<file path="config.mk">
export PLATFORM = sky130hd
export DESIGN_NAME = lock_controller_flat
export DESIGN_NICKNAME = d
export VERILOG_FILES = /design/src/rtl/lock_if.sv /design/src/rtl/lock_controller.sv /design/src/flat_wrapper.sv
export SDC_FILE = /design/constraint.sdc
export NUM_CORES = 1
export LEC_CHECK = 0
export ABC_AREA = 1
export CAP_MARGIN = 20
export CORE_UTILIZATION = 58
export DETAILED_ROUTE_END_ITERATION = 6
export PLACE_DENSITY = 0.85
export SETUP_SLACK_MARGIN = 0.5
export SLEW_MARGIN = 30
export SYNTH_ARGS = -nofsm -noshare
export SYNTH_HDL_FRONTEND = slang
export SYNTH_SLANG_ARGS = --single-unit
</file>
<file path="constraint.sdc">
create_clock -name clk -period 3.2 [get_ports clk]
set_clock_uncertainty 0.2 [all_clocks]
set_input_delay 0.48 -clock clk [delete_from_list [all_inputs] [get_ports clk]]
set_output_delay 0.48 -clock clk [all_outputs]
set_load 0.02 [all_outputs]
</file>
<file path="src/rtl/lock_if.sv">
// Keypad/comparator-side signals of the lock controller.
// The controller uses the slave modport; the keypad/comparator side uses master.
interface lock_if;
    logic        key_valid;
    logic [3:0]  key_code;
    logic        cmp_lock;
    logic [11:0] pass_in;
    logic [11:0] pass_set;
    logic        cmp_enb;
    logic        unlocked;
    logic        lockout;
    logic [1:0]  fail_cnt;

    modport master (
        output key_valid, key_code, cmp_lock,
        input  pass_in, pass_set, cmp_enb, unlocked, lockout, fail_cnt
    );

    modport slave (
        input  key_valid, key_code, cmp_lock,
        output pass_in, pass_set, cmp_enb, unlocked, lockout, fail_cnt
    );
endinterface

</file>
<file path="src/rtl/lock_controller.sv">
// Digital lock sequencer: collects a 3-digit BCD code, runs the external
// comparator, and manages the unlock window, lockout and code re-programming.
module lock_controller #(
    parameter logic [11:0] DEFAULT_PASS   = 12'h123,
    parameter int          MAX_TRIES      = 3,
    parameter int          UNLOCK_CYCLES  = 500,
    parameter int          LOCKOUT_CYCLES = 1000
) (
    input  logic   clk,
    input  logic   rst,
    lock_if.slave  bus
);
    typedef enum logic [2:0] {
        S_ENTRY, S_CHECK1, S_CHECK2, S_OPEN, S_SETNEW, S_LOCKOUT
    } state_t;

    localparam logic [3:0]  K_ENTER  = 4'hA;
    localparam logic [3:0]  K_CLEAR  = 4'hB;
    localparam logic [3:0]  K_SET    = 4'hC;
    localparam logic [15:0] UNLOCK_T = 16'(UNLOCK_CYCLES);
    localparam logic [15:0] LOCK_T   = 16'(LOCKOUT_CYCLES);
    localparam logic [2:0]  MAX_T    = 3'(MAX_TRIES);

    state_t      state_q, state_d;
    logic [11:0] pass_in_q, pass_in_d;
    logic [11:0] pass_set_q, pass_set_d;
    logic [1:0]  cnt_q, cnt_d;
    logic [1:0]  fail_q, fail_d;
    logic [15:0] timer_q, timer_d;
    logic        cmp_enb_q, cmp_enb_d;
    logic        unlocked_q, unlocked_d;
    logic        lockout_q, lockout_d;

    logic k_digit, k_enter, k_clear, k_set;

    always_comb begin
        k_digit = bus.key_valid && (bus.key_code <= 4'd9);
        k_enter = bus.key_valid && (bus.key_code == K_ENTER);
        k_clear = bus.key_valid && (bus.key_code == K_CLEAR);
        k_set   = bus.key_valid && (bus.key_code == K_SET);
    end

    always_comb begin
        state_d    = state_q;
        pass_in_d  = pass_in_q;
        pass_set_d = pass_set_q;
        cnt_d      = cnt_q;
        fail_d     = fail_q;
        timer_d    = timer_q;

        case (state_q)
            S_ENTRY: begin
                if (k_digit && cnt_q != 2'd3) begin
                    pass_in_d = {pass_in_q[7:0], bus.key_code};
                    cnt_d     = cnt_q + 2'd1;
                end else if (k_enter && cnt_q == 2'd3) begin
                    state_d = S_CHECK1;
                end else if (k_clear) begin
                    pass_in_d = 12'h000;
                    cnt_d     = 2'd0;
                end
            end
            S_CHECK1: state_d = S_CHECK2;
            S_CHECK2: begin
                pass_in_d = 12'h000;
                cnt_d     = 2'd0;
                if (!bus.cmp_lock) begin
                    fail_d  = 2'd0;
                    timer_d = UNLOCK_T;
                    state_d = S_OPEN;
                end else if (({1'b0, fail_q} + 3'd1) == MAX_T) begin
                    fail_d  = MAX_T[1:0];
                    timer_d = LOCK_T;
                    state_d = S_LOCKOUT;
                end else begin
                    fail_d  = fail_q + 2'd1;
                    state_d = S_ENTRY;
                end
            end
            S_OPEN: begin
                // Timer holds the cycles remaining including the current one.
                if (k_clear) begin
                    timer_d = 16'd0;
                    state_d = S_ENTRY;
                end else if (k_set) begin
                    timer_d = 16'd0;
                    state_d = S_SETNEW;
                end else if (timer_q <= 16'd1) begin
                    timer_d = 16'd0;
                    state_d = S_ENTRY;
                end else begin
                    timer_d = timer_q - 16'd1;
                end
            end
            S_SETNEW: begin
                if (k_digit && cnt_q != 2'd3) begin
                    pass_in_d = {pass_in_q[7:0], bus.key_code};
                    cnt_d     = cnt_q + 2'd1;
                end else if (k_enter && cnt_q == 2'd3) begin
                    pass_set_d = pass_in_q;
                    pass_in_d  = 12'h000;
                    cnt_d      = 2'd0;
                    state_d    = S_ENTRY;
                end else if (k_clear) begin
                    pass_in_d = 12'h000;
                    cnt_d     = 2'd0;
                    state_d   = S_ENTRY;
                end
            end
            S_LOCKOUT: begin
                if (timer_q <= 16'd1) begin
                    timer_d = 16'd0;
                    fail_d  = 2'd0;
                    state_d = S_ENTRY;
                end else begin
                    timer_d = timer_q - 16'd1;
                end
            end
            default: state_d = S_ENTRY;
        endcase

        // Flags are registered from the next state so they align with it.
        cmp_enb_d  = (state_d == S_CHECK1) || (state_d == S_CHECK2);
        unlocked_d = (state_d == S_OPEN) || (state_d == S_SETNEW);
        lockout_d  = (state_d == S_LOCKOUT);
    end

    always_ff @(posedge clk or posedge rst) begin
        if (rst) begin
            state_q    <= S_ENTRY;
            pass_in_q  <= 12'h000;
            pass_set_q <= DEFAULT_PASS;
            cnt_q      <= 2'd0;
            fail_q     <= 2'd0;
            timer_q    <= 16'd0;
            cmp_enb_q  <= 1'b0;
            unlocked_q <= 1'b0;
            lockout_q  <= 1'b0;
        end else begin
            state_q    <= state_d;
            pass_in_q  <= pass_in_d;
            pass_set_q <= pass_set_d;
            cnt_q      <= cnt_d;
            fail_q     <= fail_d;
            timer_q    <= timer_d;
            cmp_enb_q  <= cmp_enb_d;
            unlocked_q <= unlocked_d;
            lockout_q  <= lockout_d;
        end
    end

    assign bus.pass_in  = pass_in_q;
    assign bus.pass_set = pass_set_q;
    assign bus.cmp_enb  = cmp_enb_q;
    assign bus.unlocked = unlocked_q;
    assign bus.lockout  = lockout_q;
    assign bus.fail_cnt = fail_q;
endmodule

</file>
<file path="src/flat_wrapper.sv">
// flat-port wrapper written by rule: the top's interface ports become plain ports
module lock_controller_flat 
#(
    parameter logic [11:0] DEFAULT_PASS   = 12'h123,
    parameter int          MAX_TRIES      = 3,
    parameter int          UNLOCK_CYCLES  = 500,
    parameter int          LOCKOUT_CYCLES = 1000
)
  (clk, rst, bus_key_valid, bus_key_code, bus_cmp_lock, bus_pass_in, bus_pass_set, bus_cmp_enb, bus_unlocked, bus_lockout, bus_fail_cnt);
  lock_if bus_i ();
  input  logic clk;
  input  logic rst;
  input wire logic [$bits(bus_i.key_valid)-1:0] bus_key_valid;
  input wire logic [$bits(bus_i.key_code)-1:0] bus_key_code;
  input wire logic [$bits(bus_i.cmp_lock)-1:0] bus_cmp_lock;
  output wire logic [$bits(bus_i.pass_in)-1:0] bus_pass_in;
  output wire logic [$bits(bus_i.pass_set)-1:0] bus_pass_set;
  output wire logic [$bits(bus_i.cmp_enb)-1:0] bus_cmp_enb;
  output wire logic [$bits(bus_i.unlocked)-1:0] bus_unlocked;
  output wire logic [$bits(bus_i.lockout)-1:0] bus_lockout;
  output wire logic [$bits(bus_i.fail_cnt)-1:0] bus_fail_cnt;
  assign bus_i.key_valid = bus_key_valid;
  assign bus_i.key_code = bus_key_code;
  assign bus_i.cmp_lock = bus_cmp_lock;
  assign bus_pass_in = bus_i.pass_in;
  assign bus_pass_set = bus_i.pass_set;
  assign bus_cmp_enb = bus_i.cmp_enb;
  assign bus_unlocked = bus_i.unlocked;
  assign bus_lockout = bus_i.lockout;
  assign bus_fail_cnt = bus_i.fail_cnt;
  lock_controller #(.DEFAULT_PASS(DEFAULT_PASS), .MAX_TRIES(MAX_TRIES), .UNLOCK_CYCLES(UNLOCK_CYCLES), .LOCKOUT_CYCLES(LOCKOUT_CYCLES)) u_core (.clk(clk), .rst(rst), .bus(bus_i));
endmodule
</file>
**Routing congestion map**

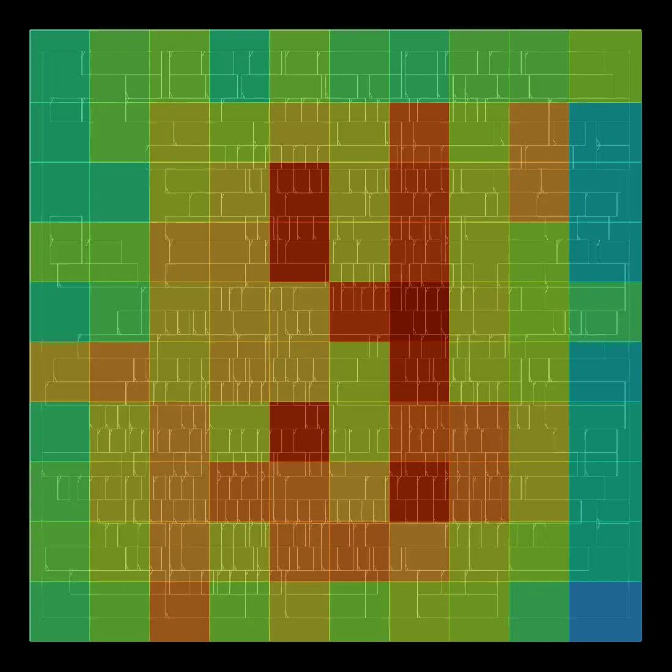
global routing's busiest layer: met2
M2 GR Usage: 39.05%
met3 global-route usage: 4.040%
per-cell routed wire length: 13.38 µm
Final Util: 72.99%

**Sizing map**

Scale: 6 px per µm.
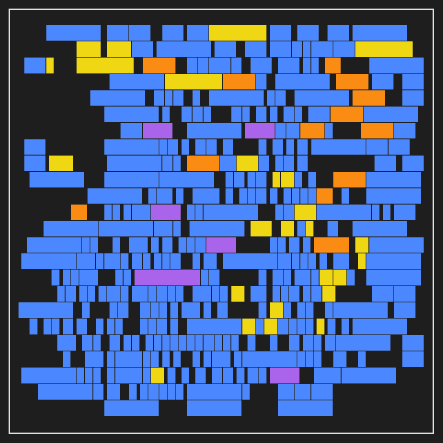
[orange] _3 and _4 cells | cells: 13
[purple] _6 and larger | cells: 6
[yellow] _2 cells | cells: 26
[blue] _0 and _1 cells | cells: 325

**Signal wires on met1**

Scale: 6 px per µm.
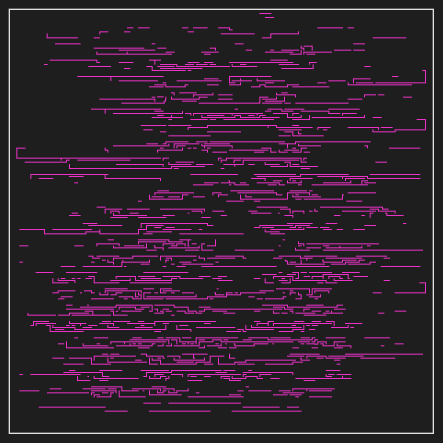
nets with wire on the layer: 344
longest straight run: 23.9 µm
wire length on this layer: 2600 µm

**Layout detail**

Region (5, 40) to (30, 65) µm. Cells in gray, sequential cells in the stronger gray; small squares are vias.
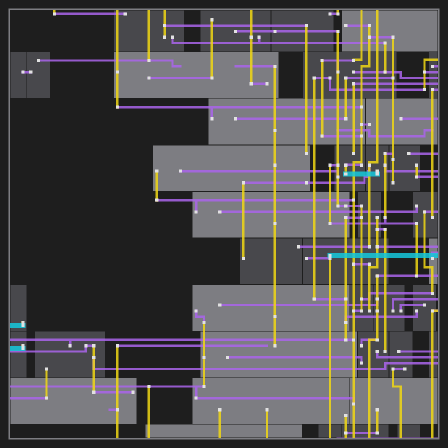
[yellow] metal 2
[cyan] metal 3
[purple] metal 1
sequential cells in the window: 10
most frequent: dfrtp_1 (9), a21oi_1 (5), nand2_1 (4)
cells with their middle in the window: 28
netlist names of flops here include: u_core.bus.pass_in (5), u_core.bus.pass_set (3)

## layer usage
| metal | share of wire [%] | GRT usage (%) | vias up |
|---|---|---|---|
| met2 | 46 | 39.05 | 83 |
| met3 | 6.2 | 4.040 | 10 |
| met5 | 0 | 0 | - |
| met4 | 1.8 | 10.44 | 0 |
| li1 | - | - | 1133 |
| met1 | 46 | 34.28 | 1090 |
## cell usage after synthesis (all sizes together)
library cell / count / area, µm²
a211oi: 1 / 7.510
a21boi: 1 / 7.510
a21oi: 16 / 80.08
a22oi: 1 / 7.510
buf: 5 / 45.04
clkbuf: 1 / 3.750
dfrtp: 46 / 1151
dfstp: 4 / 105.1
ha: 4 / 50.05
inv: 43 / 161.4
mux2: 11 / 153.9
nand2: 74 / 290.3
nand3: 28 / 150.1
nand3b: 2 / 15.01
nand4: 3 / 18.77
nor2: 53 / 221.5
nor2b: 1 / 6.260
nor3: 4 / 36.29
nor3b: 1 / 7.510
o21a: 2 / 15.01
o21ai: 15 / 75.07
o22ai: 2 / 12.51
o31ai: 1 / 7.510
xnor2: 2 / 17.52
xor2: 8 / 70.07
## registers in the layout, summed over array words and instances (netlist names)
signal,cells
u_core.bus.cmp_enb,1
u_core.state_q,3
u_core.bus.unlocked,1
u_core.bus.fail_cnt,2
u_core.bus.pass_in,12
u_core.timer_q,16
u_core.bus.pass_set,12
u_core.cnt_q,2
u_core.bus.lockout,1
## critical path, cell delays in order
cell	delay [ps]
clkdlybuf4s50_1	510
o21ai_0	190
nand3_1	130
inv_1	300
nand3_2	340
nand2_1	120
nor3b_1	180
## report_power, final
part | internal, mW | switching [mW] | leakage [nW]
Combinational | 0.427 | 0.643 | 0.905
Sequential | 0.809 | 0.188 | 0.637
Clock | 0.234 | 0.203 | 0.0524
Total | 1.47 | 1.03 | 1.59
==> impl_metrics.yaml <==
# generated from flow reports
clock_tree:
  clock_path_buffers: 2
  htreeDepth: 2
  cts_num_sinks: 50
  holdBufCountCts: 0
  root_buffer: "clkbuf_8"
die:
  core_mm2: 0.004414
  num_io_pins: 37
  chipWidth_um: 70.44
global_route:
  antenna_found_initial: 0
  grt_first_pass_wirelength_um: 9791
  grt_pass1_vias: 2187
  grt_use_total_pct: 24.92
synthesis:
  logic_family: "simple AND/OR/NAND/NOR gates"
  ys.warnings.count: 0
  synth_cell_type_count: 35
  ys_sh_adder_pct: 1.842
  synth-xor-area-share_pct: 3.224
  compound_area_share_pct: 7.830
  yosys_cells: 329
  ys_chip_area_mm2: 0.002716
worst_setup_path:
  worstSetupEndpointType: "register"
  critical_path_class: "input port to register"
  cp.arrival_ps: 2260
  crit_path_start_kind: "input port"
timing:
  holdWs_ps: 258.4
  period_used_pct: 69.98
  worst_pin_slew_ps: 490.2
  maxSlewHeadroom_pct: 67.29
  setup_viol: 0
  timing.final.crit_period_ps: 2239
placed_design:
  dp.final_hpwl_um: 4160
  dp.cells: 414
  pre_cts_ws_ps: 676.7
final_layout:
  area_growth_pct: 18.61
  layout_top_cells: "69 x nand2_1, 46 x nor2_1, 46 x dfrtp_1, 38 x inv_1, 36 x clkdlybuf4s50_1"
  nets: 381
  logic_gates: 230
  nFillCells: 336
  buffers: 39
  design_area_mm2: 0.003222
drt:
  drc: 0
  vias_per_cell: 5.488
  ant_nets: 0
  wl_um: 5647
  drt_iter0_drc: 162
flow_run:
  max_cap_viol_count: 0
pwr:
  power.total_mw: 2.504
  max-vdd-ir-drop_uv: 399.0
status:
  status: "complete, no violations"
No activity file was given, so power comes from the tool's default toggle rates.
